==> images/port_trees.png <==
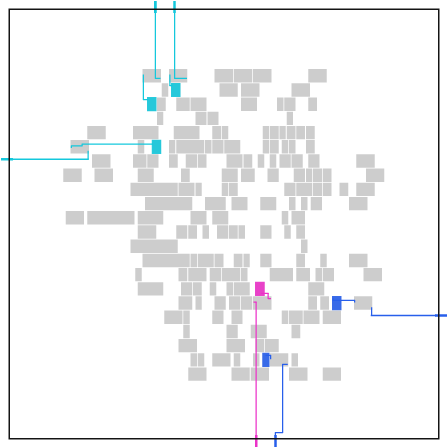
==> images/class_map.png <==
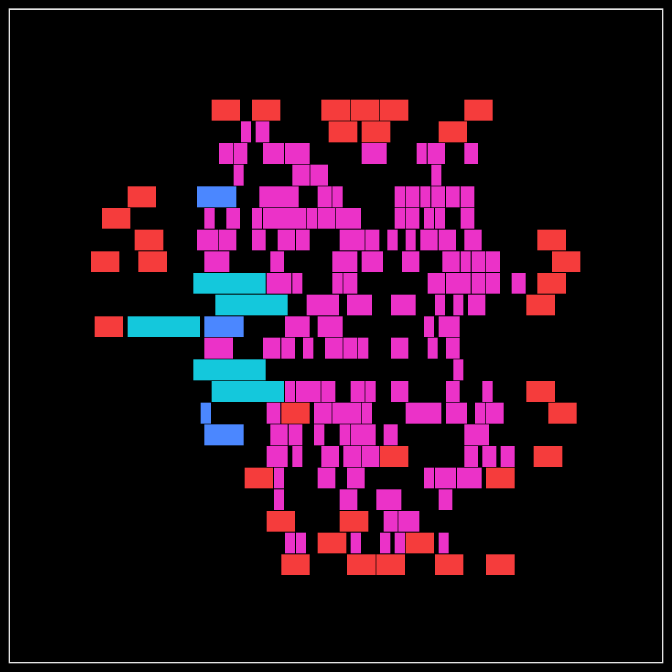
==> images/clock_wires.png <==
The bar under the picture is 20 um long.
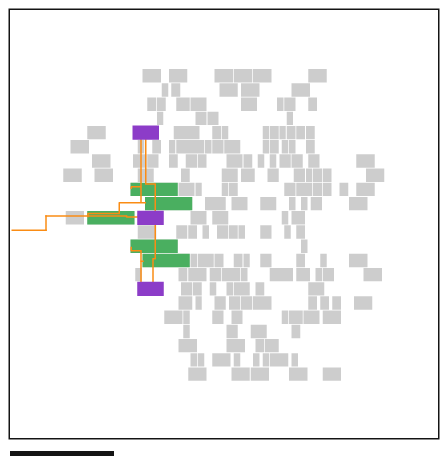
==> images/gates.png <==
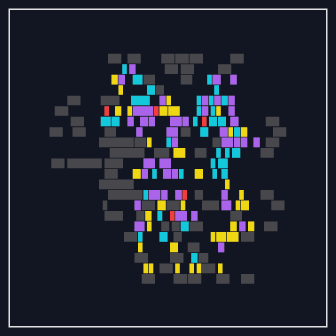
**config.mk**
```make
export PLATFORM = sky130hd
export DESIGN_NAME = multicycle_control_fsm
export DESIGN_NICKNAME = d
export VERILOG_FILES = /design/src/rtl/multicycle_control_fsm.sv
export SDC_FILE = /design/constraint.sdc
export NUM_CORES = 1
export LEC_CHECK = 0
export ABC_CLOCK_PERIOD_IN_PS = 5000
export CORE_MARGIN = 10
export CORE_UTILIZATION = 25
export DETAILED_ROUTE_END_ITERATION = 12
export SYNTH_ARGS = -nofsm -noshare
export SYNTH_HDL_FRONTEND = slang
export SYNTH_SLANG_ARGS = --single-unit
```
**constraint.sdc**
```tcl
create_clock -name clk -period 5 [get_ports clk]
set_clock_uncertainty 0.05 [all_clocks]
set_input_delay 1 -clock clk [delete_from_list [all_inputs] [get_ports clk]]
set_output_delay 1 -clock clk [all_outputs]
set_load 0.03 [all_outputs]
```
**src/rtl/multicycle_control_fsm.sv**
```systemverilog
// Main control unit of the multicycle RV32I core: sequences fetch/decode/execute/
// memory/writeback and drives ALU operation, datapath selects and write strobes.
package alu_op_pkg;
  typedef enum logic [3:0] {
    ALU_ADD    = 4'd0,
    ALU_SUB    = 4'd1,
    ALU_SLL    = 4'd2,
    ALU_LT     = 4'd3,
    ALU_LTU    = 4'd4,
    ALU_XOR    = 4'd5,
    ALU_SRL    = 4'd6,
    ALU_SRA    = 4'd7,
    ALU_OR     = 4'd8,
    ALU_AND    = 4'd9,
    ALU_EQUAL  = 4'd10,
    ALU_NEQUAL = 4'd11,
    ALU_GT     = 4'd12,
    ALU_GTU    = 4'd13,
    ALU_BPS2   = 4'd14
  } aluOpType;
endpackage

module multicycle_control_fsm
  import alu_op_pkg::*;
#(
  parameter int RESET_TRAP_CLEAR = 1
) (
  input  logic       clk,
  input  logic       rst,
  input  logic [6:0] Opcode,
  input  logic [2:0] Funct3,
  input  logic       Funct7b5,
  input  logic       CmpResult,
  input  logic       MemReady,
  output logic       MemReq,
  output logic       MemWrite,
  output logic       AdrSrc,
  output logic       IRWrite,
  output logic       PCWrite,
  output logic       RegWrite,
  output logic [1:0] ALUSrcA,
  output logic [1:0] ALUSrcB,
  output logic [1:0] ResultSrc,
  output logic [2:0] ImmSrc,
  output logic       JalrMask,
  output aluOpType   Operation,
  output logic       IllegalInstr
);

  localparam logic [3:0] FETCH    = 4'd0;
  localparam logic [3:0] DECODE   = 4'd1;
  localparam logic [3:0] MEMADR   = 4'd2;
  localparam logic [3:0] MEMREAD  = 4'd3;
  localparam logic [3:0] MEMWB    = 4'd4;
  localparam logic [3:0] MEMWRITE = 4'd5;
  localparam logic [3:0] EXECR    = 4'd6;
  localparam logic [3:0] EXECI    = 4'd7;
  localparam logic [3:0] ALUWB    = 4'd8;
  localparam logic [3:0] BRANCH   = 4'd9;
  localparam logic [3:0] JAL      = 4'd10;
  localparam logic [3:0] JALR1    = 4'd11;
  localparam logic [3:0] JALR2    = 4'd12;
  localparam logic [3:0] LUI      = 4'd13;
  localparam logic [3:0] AUIPC    = 4'd14;
  localparam logic [3:0] TRAP     = 4'd15;

  localparam logic [6:0] OP_LOAD   = 7'b0000011;
  localparam logic [6:0] OP_STORE  = 7'b0100011;
  localparam logic [6:0] OP_RTYPE  = 7'b0110011;
  localparam logic [6:0] OP_ITYPE  = 7'b0010011;
  localparam logic [6:0] OP_BRANCH = 7'b1100011;
  localparam logic [6:0] OP_JAL    = 7'b1101111;
  localparam logic [6:0] OP_JALR   = 7'b1100111;
  localparam logic [6:0] OP_LUI    = 7'b0110111;
  localparam logic [6:0] OP_AUIPC  = 7'b0010111;

  // The sticky trap flag is cleared on every rst for any value of RESET_TRAP_CLEAR.
  localparam logic TRAP_CLEAR_ON_RST = 1'b1 | (RESET_TRAP_CLEAR != 0);

  logic [3:0] state_r;
  logic [3:0] next_state_s;
  logic       illegal_r;

  function automatic aluOpType arith_op(input logic [2:0] f3, input logic f7b5, input logic is_r);
    aluOpType op;
    case (f3)
      3'b000:  op = (is_r && f7b5) ? ALU_SUB : ALU_ADD;
      3'b001:  op = ALU_SLL;
      3'b010:  op = ALU_LT;
      3'b011:  op = ALU_LTU;
      3'b100:  op = ALU_XOR;
      3'b101:  op = f7b5 ? ALU_SRA : ALU_SRL;
      3'b110:  op = ALU_OR;
      3'b111:  op = ALU_AND;
      default: op = ALU_ADD;
    endcase
    return op;
  endfunction

  function automatic aluOpType branch_op(input logic [2:0] f3);
    aluOpType op;
    case (f3)
      3'b000:  op = ALU_EQUAL;
      3'b001:  op = ALU_NEQUAL;
      3'b100:  op = ALU_LT;
      3'b101:  op = ALU_GT;
      3'b110:  op = ALU_LTU;
      3'b111:  op = ALU_GTU;
      default: op = ALU_ADD;
    endcase
    return op;
  endfunction

  // Next-state selection.
  always_comb begin
    next_state_s = state_r;
    case (state_r)
      FETCH:    next_state_s = MemReady ? DECODE : FETCH;
      DECODE: begin
        case (Opcode)
          OP_LOAD, OP_STORE: next_state_s = (Funct3 == 3'b010) ? MEMADR : TRAP;
          OP_RTYPE:          next_state_s = EXECR;
          OP_ITYPE:          next_state_s = EXECI;
          OP_BRANCH:         next_state_s = (Funct3[2:1] == 2'b01) ? TRAP : BRANCH;
          OP_JAL:            next_state_s = JAL;
          OP_JALR:           next_state_s = (Funct3 == 3'b000) ? JALR1 : TRAP;
          OP_LUI:            next_state_s = LUI;
          OP_AUIPC:          next_state_s = AUIPC;
          default:           next_state_s = TRAP;
        endcase
      end
      MEMADR:   next_state_s = (Opcode == OP_STORE) ? MEMWRITE : MEMREAD;
      MEMREAD:  next_state_s = MemReady ? MEMWB : MEMREAD;
      MEMWB:    next_state_s = FETCH;
      MEMWRITE: next_state_s = MemReady ? FETCH : MEMWRITE;
      EXECR:    next_state_s = ALUWB;
      EXECI:    next_state_s = ALUWB;
      ALUWB:    next_state_s = FETCH;
      BRANCH:   next_state_s = FETCH;
      JAL:      next_state_s = ALUWB;
      JALR1:    next_state_s = JALR2;
      JALR2:    next_state_s = ALUWB;
      LUI:      next_state_s = ALUWB;
      AUIPC:    next_state_s = ALUWB;
      TRAP:     next_state_s = TRAP;
      default:  next_state_s = FETCH;
    endcase
  end

  // State register and sticky illegal-instruction flag.
  always_ff @(posedge clk or posedge rst) begin
    if (rst) begin
      state_r   <= FETCH;
      illegal_r <= ~TRAP_CLEAR_ON_RST;
    end else begin
      state_r <= next_state_s;
      if (next_state_s == TRAP) begin
        illegal_r <= 1'b1;
      end else begin
        illegal_r <= illegal_r;
      end
    end
  end

  assign IllegalInstr = illegal_r;

  // Immediate format follows the opcode in every state.
  always_comb begin
    case (Opcode)
      OP_STORE:         ImmSrc = 3'b001;
      OP_BRANCH:        ImmSrc = 3'b010;
      OP_LUI, OP_AUIPC: ImmSrc = 3'b011;
      OP_JAL:           ImmSrc = 3'b100;
      default:          ImmSrc = 3'b000;
    endcase
  end

  // Per-state strobes and selects; rst forces everything to idle combinationally
  // so an in-flight memory request drops without waiting for a clock.
  always_comb begin
    MemReq    = 1'b0;
    MemWrite  = 1'b0;
    AdrSrc    = 1'b0;
    IRWrite   = 1'b0;
    PCWrite   = 1'b0;
    RegWrite  = 1'b0;
    ALUSrcA   = 2'b00;
    ALUSrcB   = 2'b00;
    ResultSrc = 2'b00;
    JalrMask  = 1'b0;
    Operation = ALU_ADD;
    if (!rst) begin
      case (state_r)
        FETCH: begin
          MemReq  = 1'b1;
          ALUSrcB = 2'b10;
          if (MemReady) begin
            IRWrite   = 1'b1;
            PCWrite   = 1'b1;
            ResultSrc = 2'b10;
          end else begin
            IRWrite = 1'b0;
          end
        end
        DECODE: begin
          ALUSrcA = 2'b01;
          ALUSrcB = 2'b01;
        end
        MEMADR: begin
          ALUSrcA = 2'b10;
          ALUSrcB = 2'b01;
        end
        MEMREAD: begin
          MemReq = 1'b1;
          AdrSrc = 1'b1;
        end
        MEMWB: begin
          ResultSrc = 2'b01;
          RegWrite  = 1'b1;
        end
        MEMWRITE: begin
          MemReq   = 1'b1;
          MemWrite = 1'b1;
          AdrSrc   = 1'b1;
        end
        EXECR: begin
          ALUSrcA   = 2'b10;
          Operation = arith_op(Funct3, Funct7b5, 1'b1);
        end
        EXECI: begin
          ALUSrcA   = 2'b10;
          ALUSrcB   = 2'b01;
          Operation = arith_op(Funct3, Funct7b5, 1'b0);
        end
        ALUWB:    RegWrite = 1'b1;
        BRANCH: begin
          ALUSrcA   = 2'b10;
          PCWrite   = CmpResult;
          Operation = branch_op(Funct3);
        end
        JAL: begin
          ALUSrcA = 2'b01;
          ALUSrcB = 2'b10;
          PCWrite = 1'b1;
        end
        JALR1: begin
          ALUSrcA = 2'b10;
          ALUSrcB = 2'b01;
        end
        JALR2: begin
          ALUSrcA  = 2'b01;
          ALUSrcB  = 2'b10;
          PCWrite  = 1'b1;
          JalrMask = 1'b1;
        end
        LUI: begin
          ALUSrcB   = 2'b01;
          Operation = ALU_BPS2;
        end
        AUIPC: begin
          ALUSrcA = 2'b01;
          ALUSrcB = 2'b01;
        end
        TRAP:     Operation = ALU_ADD;
        default:  Operation = ALU_ADD;
      endcase
    end else begin
      Operation = ALU_ADD;
    end
  end

endmodule

```
==> reports/metrics.cfg <==
[outcome]
status=finished, final reports clean

[floorplan]
tap_cells=48
dieHeight_um=82.0

[sta]
slew_headroom=0.505
post-route-worst-setup-slack_ps=936
finalCriticalPeriod_ps=4060
max_freq_mhz=246

[global_route]
grt_pass1_wl_mm=4.96
grt_util_met3=0.0273
grt.overflow.total=0

[placement]
gp_congestion=0.844
dpl.hpwl_mm=2.37
place_ws_ps=942

[clock_network]
path_clk_slew_ps=40
clock.latency.late_pin_ps=220
h-tree-depth=1

[power_and_ir_drop]
pg_seq_uw=138
power.density_mw_per_mm2=449
p_sw_frac=0.527
ir_worst_vdd_uv=228
power_leader=combinational logic
p_int_uw=289

[setup_path]
crit_chain=clkdlybuf4s50_1 > nand2b_1 > nand4_1 > a21oi_1 > o21ai_0 > a21oi_1 > clkdlybuf4s50_1

[synthesis]
yosysWarnings=0
top_logic_kind=simple AND/OR/NAND/NOR gates
top_cell_area_share=0.130
aoi_share=0.308

[route]
drt_wl_total_mm=3.07
ant_nets=0
met2_length_mm=1.55

[worst_hold_path]
hold_path.class=reg2reg

[final_layout]
combGateArea_um2=763

Notes on port_trees.png above:
[cyan] `ImmSrc` | direction: output | edge: 2 top, 1 left | end cells: 3 | buffers: 3 | wire: 69.5 um
[magenta] `CmpResult` | direction: input | edge: bottom | end cells: 1 | buffers: 1 | wire: 29.0 um
[blue] `ALUSrcB` | direction: output | edge: 1 bottom, 1 right | end cells: 2 | buffers: 2 | wire: 36.2 um
Port Buffers: 35
I/O pin cnt: 36

Notes on class_map.png above:
[red] remaining buffers and delay cells | cells: 35 | share of their area: 27%
[blue] clock drivers and dummy loads | cells: 4 | share of their area: 3.5%
[cyan] registers | cells: 5 | share of their area: 9.6%
[magenta] remaining logic cells | cells: 135 | share of their area: 60%

Notes on clock_wires.png above:
[green] flip-flops | count: 5
[purple] clock-net drivers | count: 3
[orange] clock wires | length: 111 um
routed clock nets: 4

Notes on gates.png above:
[cyan] nand cells | cells: 34
[red] inv cells | cells: 5
[yellow] nor cells | cells: 35
[purple] aoi and oai cells | cells: 41
most numerous logic cell after layout: clkdlybuf4s50_1
Comb/total area: 0.560

-- synthesized netlist by cell type, drive strengths merged, types with 3 or more instances --
cell / number
a21oi: 13
nand2: 18
dfrtp: 5
and3b: 3
nand3: 4
or3: 6
nand3b: 3
nor4b: 3
inv: 4
nor4: 4
nor3: 6
nand2b: 7
a31oi: 3
nor2: 19
clkbuf: 5
buf: 7
o21ai: 13
-- path summary, 6_finish.rpt --
| kind | from | to | slack, ps | cells past startpoint |
|---|---|---|---|---|
| max reg2reg | state_r[3] | IllegalInstr | 2850 | 5 |
| min reg2reg | IllegalInstr | IllegalInstr | 430 | 1 |
| max | Funct3[1] | Operation[0] | 940 | 7 |
| min | IllegalInstr | IllegalInstr | 430 | 1 |
| max in group asynchronous | rst | state_r[1] | 3470 | 2 |
| min in group asynchronous | rst | state_r[0] | 1220 | 2 |
